Fig. 1: run 1, signal wires on met1
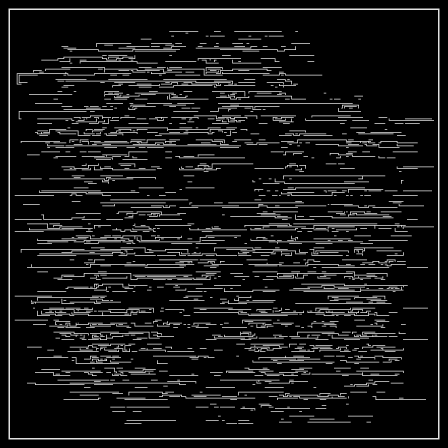
Fig. 2: run 1, the metal 2 layer
The bar under the picture is 20 microns long. Cells faint in the background.
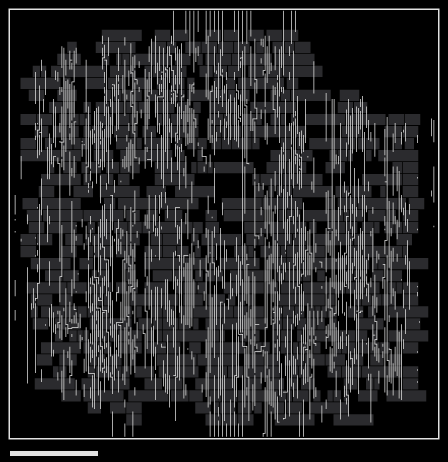
Fig. 3: run 1, signal wires on met3
The bar under the picture is 20 microns long.
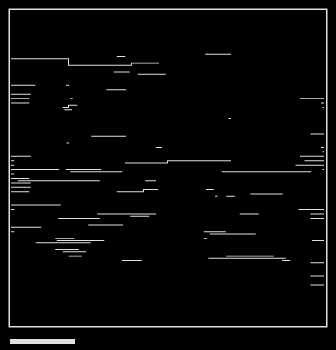
### config.mk
export PLATFORM = sky130hd
export DESIGN_NAME = pipa_moding_gen
export DESIGN_NICKNAME = d
export VERILOG_FILES = /design/src/rtl/pipa_pkg.sv /design/src/rtl/pipa_axis_chan.sv /design/src/rtl/pipa_moding_gen.sv
export SDC_FILE = /design/constraint.sdc
export NUM_CORES = 1
export LEC_CHECK = 0
export CAP_MARGIN = 5
export CORE_MARGIN = 2
export CORE_UTILIZATION = 55
export CTS_BUF_LIST = sky130_fd_sc_hd__clkbuf_4
export DETAILED_ROUTE_END_ITERATION = 8
export PLACE_DENSITY = 0.86
export SYNTH_ARGS = -nofsm -noshare
export SYNTH_HDL_FRONTEND = slang
export SYNTH_SLANG_ARGS = --single-unit
### constraint.sdc
create_clock -name SIM_CLK -period 6.8 [get_ports SIM_CLK]
set_input_delay 0.68 -clock SIM_CLK [delete_from_list [all_inputs] [get_ports SIM_CLK]]
set_output_delay 0.68 -clock SIM_CLK [all_outputs]
set_load 0.01 [all_outputs]
### src/rtl/pipa_pkg.sv
// Shared constants and helpers for the PIPA moding loop model.
// Frame geometry, the legal acceleration range, and the acceleration clamp.
package pipa_pkg;

    localparam int FRAME_LEN = 6;
    localparam int NEUTRAL   = FRAME_LEN / 2;
    localparam int ACC_MIN   = -3;
    localparam int ACC_MAX   = 3;
    localparam int ACC_W     = 3;
    localparam int SLOT_W    = $clog2(FRAME_LEN);

    typedef logic [SLOT_W-1:0]        slot_t;
    typedef logic signed [ACC_W-1:0]  acc_t;

    // The 3-bit input can encode -4, which lies outside the moding range.
    function automatic acc_t clamp_acc(input acc_t a);
        if (int'(a) < ACC_MIN) return acc_t'(ACC_MIN);
        if (int'(a) > ACC_MAX) return acc_t'(ACC_MAX);
        return a;
    endfunction

endpackage

### src/rtl/pipa_axis_chan.sv
// One PIPA axis: latched acceleration, plus/minus slot decision, pulse gating
// and a saturating signed net-pulse monitor counter.
module pipa_axis_chan
    import pipa_pkg::*;
#(
    parameter int CNT_W = 16
) (
    input  logic                    clk_i,
    input  logic                    rst_i,
    input  logic                    en_i,
    input  logic                    load_i,
    input  acc_t                    accel_i,
    input  slot_t                   slot_i,
    input  logic                    dat_i,
    input  logic                    dat_rise_i,
    output logic                    p_o,
    output logic                    m_o,
    output logic signed [CNT_W-1:0] net_o
);

    localparam logic signed [CNT_W-1:0] NET_MAX = {1'b0, {(CNT_W-1){1'b1}}};
    localparam logic signed [CNT_W-1:0] NET_MIN = {1'b1, {(CNT_W-1){1'b0}}};

    acc_t                    acc_q;
    logic signed [CNT_W-1:0] net_q, net_d;
    logic                    plus;
    logic                    gate;

    // The first NEUTRAL+acc slots of each frame pulse plus, the rest minus.
    assign plus = int'(slot_i) < (NEUTRAL + int'(acc_q));

    // Held low during reset so the pulse lines are quiet even with PIPDAT high.
    assign gate = en_i & dat_i & ~rst_i;
    assign p_o  = gate & plus;
    assign m_o  = gate & ~plus;

    always_comb begin
        net_d = net_q;
        if (en_i && dat_rise_i) begin
            if (plus) begin
                if (net_q != NET_MAX) net_d = net_q + CNT_W'(1);
            end else begin
                if (net_q != NET_MIN) net_d = net_q - CNT_W'(1);
            end
        end
    end

    always_ff @(posedge clk_i or posedge rst_i) begin
        if (rst_i) begin
            acc_q <= '0;
            net_q <= '0;
        end else begin
            if (load_i) acc_q <= clamp_acc(accel_i);
            net_q <= net_d;
        end
    end

    assign net_o = net_q;

endmodule

### src/rtl/pipa_moding_gen.sv
// PIPA loop model for the AGC simulation top: strobe edge detection, shared
// moding slot counter, frame pulse and skew flag feeding three axis channels.
module pipa_moding_gen
    import pipa_pkg::*;
#(
    parameter int CNT_W = 16
) (
    input  logic                    SIM_CLK,
    input  logic                    SIM_RST,
    input  logic                    PIPASW,
    input  logic                    PIPDAT,
    input  logic                    EN,
    input  logic signed [2:0]       ACCEL_X,
    input  logic signed [2:0]       ACCEL_Y,
    input  logic signed [2:0]       ACCEL_Z,
    output logic                    PIPAXp,
    output logic                    PIPAXm,
    output logic                    PIPAYp,
    output logic                    PIPAYm,
    output logic                    PIPAZp,
    output logic                    PIPAZm,
    output logic                    FRAME,
    output logic signed [CNT_W-1:0] NETX,
    output logic signed [CNT_W-1:0] NETY,
    output logic signed [CNT_W-1:0] NETZ,
    output logic                    SKEW_ERR
);

    logic  pswd_q, pdd_q;
    logic  sw_rise, dat_rise;
    logic  slot_adv, wrap;
    slot_t slot_q, slot_d;
    logic  frame_q;
    logic  skew_q;

    assign sw_rise  = PIPASW & ~pswd_q;
    assign dat_rise = PIPDAT & ~pdd_q;
    assign slot_adv = EN & sw_rise;
    assign wrap     = slot_adv & (slot_q == slot_t'(FRAME_LEN - 1));

    always_comb begin
        slot_d = slot_q;
        if (slot_adv) slot_d = wrap ? '0 : slot_q + slot_t'(1);
    end

    always_ff @(posedge SIM_CLK or posedge SIM_RST) begin
        if (SIM_RST) begin
            pswd_q  <= 1'b0;
            pdd_q   <= 1'b0;
            slot_q  <= '0;
            frame_q <= 1'b0;
            skew_q  <= 1'b0;
        end else begin
            pswd_q  <= PIPASW;
            pdd_q   <= PIPDAT;
            slot_q  <= slot_d;
            frame_q <= wrap;
            if (sw_rise && dat_rise) skew_q <= 1'b1;
        end
    end

    assign FRAME    = frame_q;
    assign SKEW_ERR = skew_q;

    // Channels see the registered slot, so a coincident PIPASW edge does not
    // affect the decision made for the PIPDAT edge of the same cycle.
    pipa_axis_chan #(.CNT_W(CNT_W)) u_x (
        .clk_i(SIM_CLK), .rst_i(SIM_RST), .en_i(EN), .load_i(wrap),
        .accel_i(ACCEL_X), .slot_i(slot_q), .dat_i(PIPDAT), .dat_rise_i(dat_rise),
        .p_o(PIPAXp), .m_o(PIPAXm), .net_o(NETX)
    );

    pipa_axis_chan #(.CNT_W(CNT_W)) u_y (
        .clk_i(SIM_CLK), .rst_i(SIM_RST), .en_i(EN), .load_i(wrap),
        .accel_i(ACCEL_Y), .slot_i(slot_q), .dat_i(PIPDAT), .dat_rise_i(dat_rise),
        .p_o(PIPAYp), .m_o(PIPAYm), .net_o(NETY)
    );

    pipa_axis_chan #(.CNT_W(CNT_W)) u_z (
        .clk_i(SIM_CLK), .rst_i(SIM_RST), .en_i(EN), .load_i(wrap),
        .accel_i(ACCEL_Z), .slot_i(slot_q), .dat_i(PIPDAT), .dat_rise_i(dat_rise),
        .p_o(PIPAZp), .m_o(PIPAZm), .net_o(NETZ)
    );

endmodule

==> deck_impl_summary.md, run 1 <==
Flow Results at a Glance

Critical path
  – R2R cell count: 15
  – CP Data Arrival Time: 4.51 ns
  – Worst path depth: 15
  – WP buf/inv: 2
  – Critical path fanouts, max: 17
  – Max incr delay on CP: 0.51 ns
  – Most used cell, CP: o21ai_0

Synth
  – Ys Warns: 0
  – Syn_nets: 584
  – Flops after synth: 64
  – Mux cell area share: under 10%

Clocking
  – Root Buffer: clkbuf_4
  – Hold_buf cts: 0

Route
  – Via density: 5.99
  – Met1 Wirelength: approximately 5100 microns
  – WL met3: 568 microns
  – Highest metal used: met4
  – Number of remaining DRC errors: 0
  – Drt wl/cell: 16.5 microns

Final timing
  – Period utilization: around three fifths
  – Worst slew margin: 26.9%
  – Final Hold Vio Count: 0
  – Worst hold slack: 0.495 ns
  – Worst clock skew: 0.0284 ns

Global routing
  – Gr usage total: approximately a quarter
  – Initial antenna violation count: 0
  – Most Crowded Layer GR: met2
  – Vias in the first global route: slightly above 4,000

Layout
  – Comb_multi_in: 422
  – Commonest Layout Cell: clkdlybuf4s50_1
  – Logic inverters: 19

Placement
  – Setup WS pre-CTS: 2.69 ns
  – DP Area: 5530 sq um

Status
  – Outcome: completed

Min path
  – Hold path cells: 1
Notes on Fig. 1 above:
The longest straight run is 39.6 microns. The layer carries 5,140 microns of wire. The wires run mostly horizontal.
vias: 4,158
final wirelength: 11,400 microns
met1 usage: 33.6%

Notes on Fig. 2 above:
The longest straight run is 48.3 microns. The layer holds 49% of the routed length. The layer carries 5,550 microns of wire.

Notes on Fig. 3 above:
The layer holds 5.0% of the routed length. The layer carries 568 microns of wire. 65 nets have wire on it. The wires run mostly horizontal. The longest straight run is 27.1 microns.
grt met3 use: 4.48%

Fig. 4: run 1, M4 wires
Cells faint in the background.
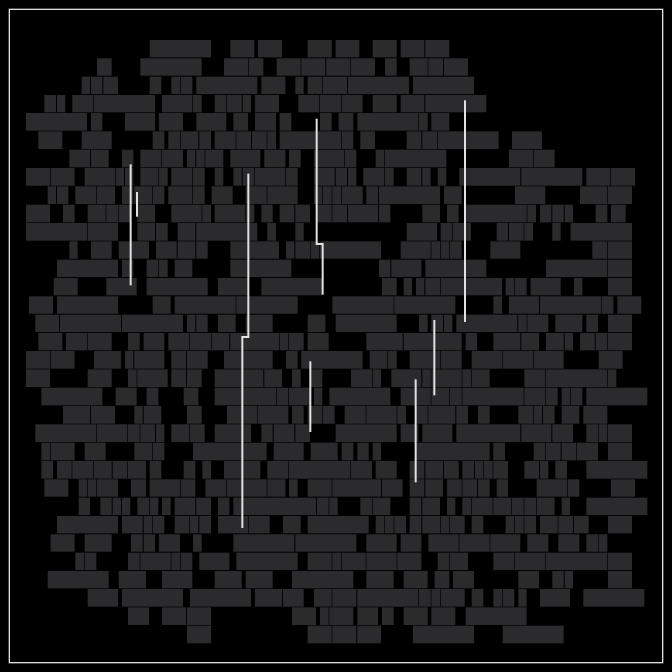

==> run 1 -> run 2 <==
--- a/config.mk
+++ b/config.mk
@@ -7,10 +7,10 @@
 export LEC_CHECK = 0
 export CAP_MARGIN = 5
 export CORE_MARGIN = 2
-export CORE_UTILIZATION = 55
+export CORE_UTILIZATION = 51
 export CTS_BUF_LIST = sky130_fd_sc_hd__clkbuf_4
 export DETAILED_ROUTE_END_ITERATION = 8
-export PLACE_DENSITY = 0.86
+export PLACE_DENSITY = 0.84
 export SYNTH_ARGS = -nofsm -noshare
 export SYNTH_HDL_FRONTEND = slang
 export SYNTH_SLANG_ARGS = --single-unit
==> constraint.sdc (replaced) <==
create_clock -name SIM_CLK -period 3.56 [get_ports SIM_CLK]
set_input_delay 0.356 -clock SIM_CLK [delete_from_list [all_inputs] [get_ports SIM_CLK]]
set_output_delay 0.356 -clock SIM_CLK [all_outputs]
set_load 0.01 [all_outputs]
Fig. 5: run 2, M4 wires
Cells faint in the background.
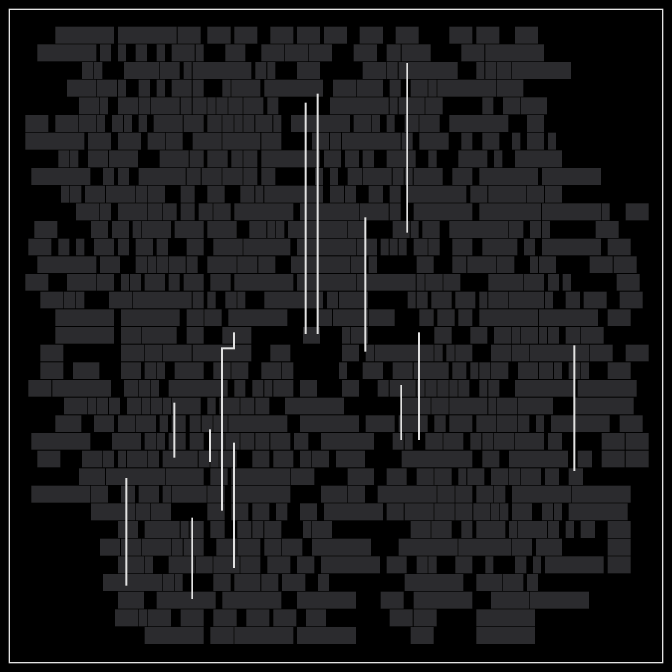
11 nets have wire on it. The longest straight run is 36.7 microns. The layer holds 2.0% of the routed length. The wires run mostly vertical. The layer carries 251 microns of wire.

Fig. 6: run 2, routing congestion map
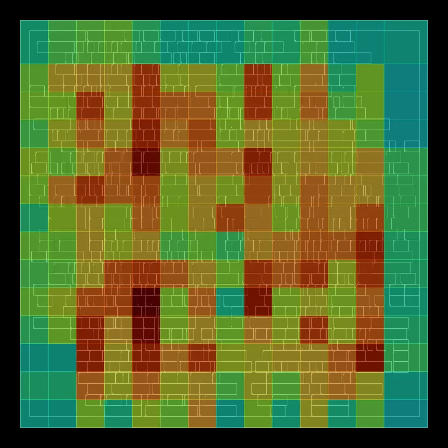
final core utilization: 69.7%
gr usage total: 24.2%
drt wl/cell: 17.0 microns
grt met3 use: 3.69%
met1 usage: 32.4%

==> deck_impl_summary.md, run 2 <==
Flow Results at a Glance

Clocking
  – Hold_buf cts: 0
  – Root Buffer: clkbuf_4

Final timing
  – Final Setup Violations: 1
  – Period utilization: 101%
  – Fin worst setup slack: -0.0391 ns
  – Worst slew margin: 46.2%
  – Worst hold slack: 0.441 ns

Route
  – Met1 Wirelength: 5530 microns
  – Number of remaining DRC errors: 0
  – Via density: 5.93
  – Highest metal used: met4

Global routing
  – Vias in the first global route: 4,274
  – Most Crowded Layer GR: met2
  – Initial antenna violation count: 0

Placement
  – DP Area: 5720 sq um

Status
  – Failing checks: negative setup slack
  – Outcome: finished, violations left

Critical path
  – Max incr delay on CP: 0.41 ns
  – CP Data Arrival Time: between 3 and 4 ns
  – Worst path depth: 16
  – Most used cell, CP: ha_4
  – WP buf/inv: 4

Layout
  – Logic inverters: 19
  – Commonest Layout Cell: clkdlybuf4s50_1

Synth
  – Mux cell area share: 3.32%
  – Flops after synth: between 60 and 70

Min path
  – Hold path cells: 1
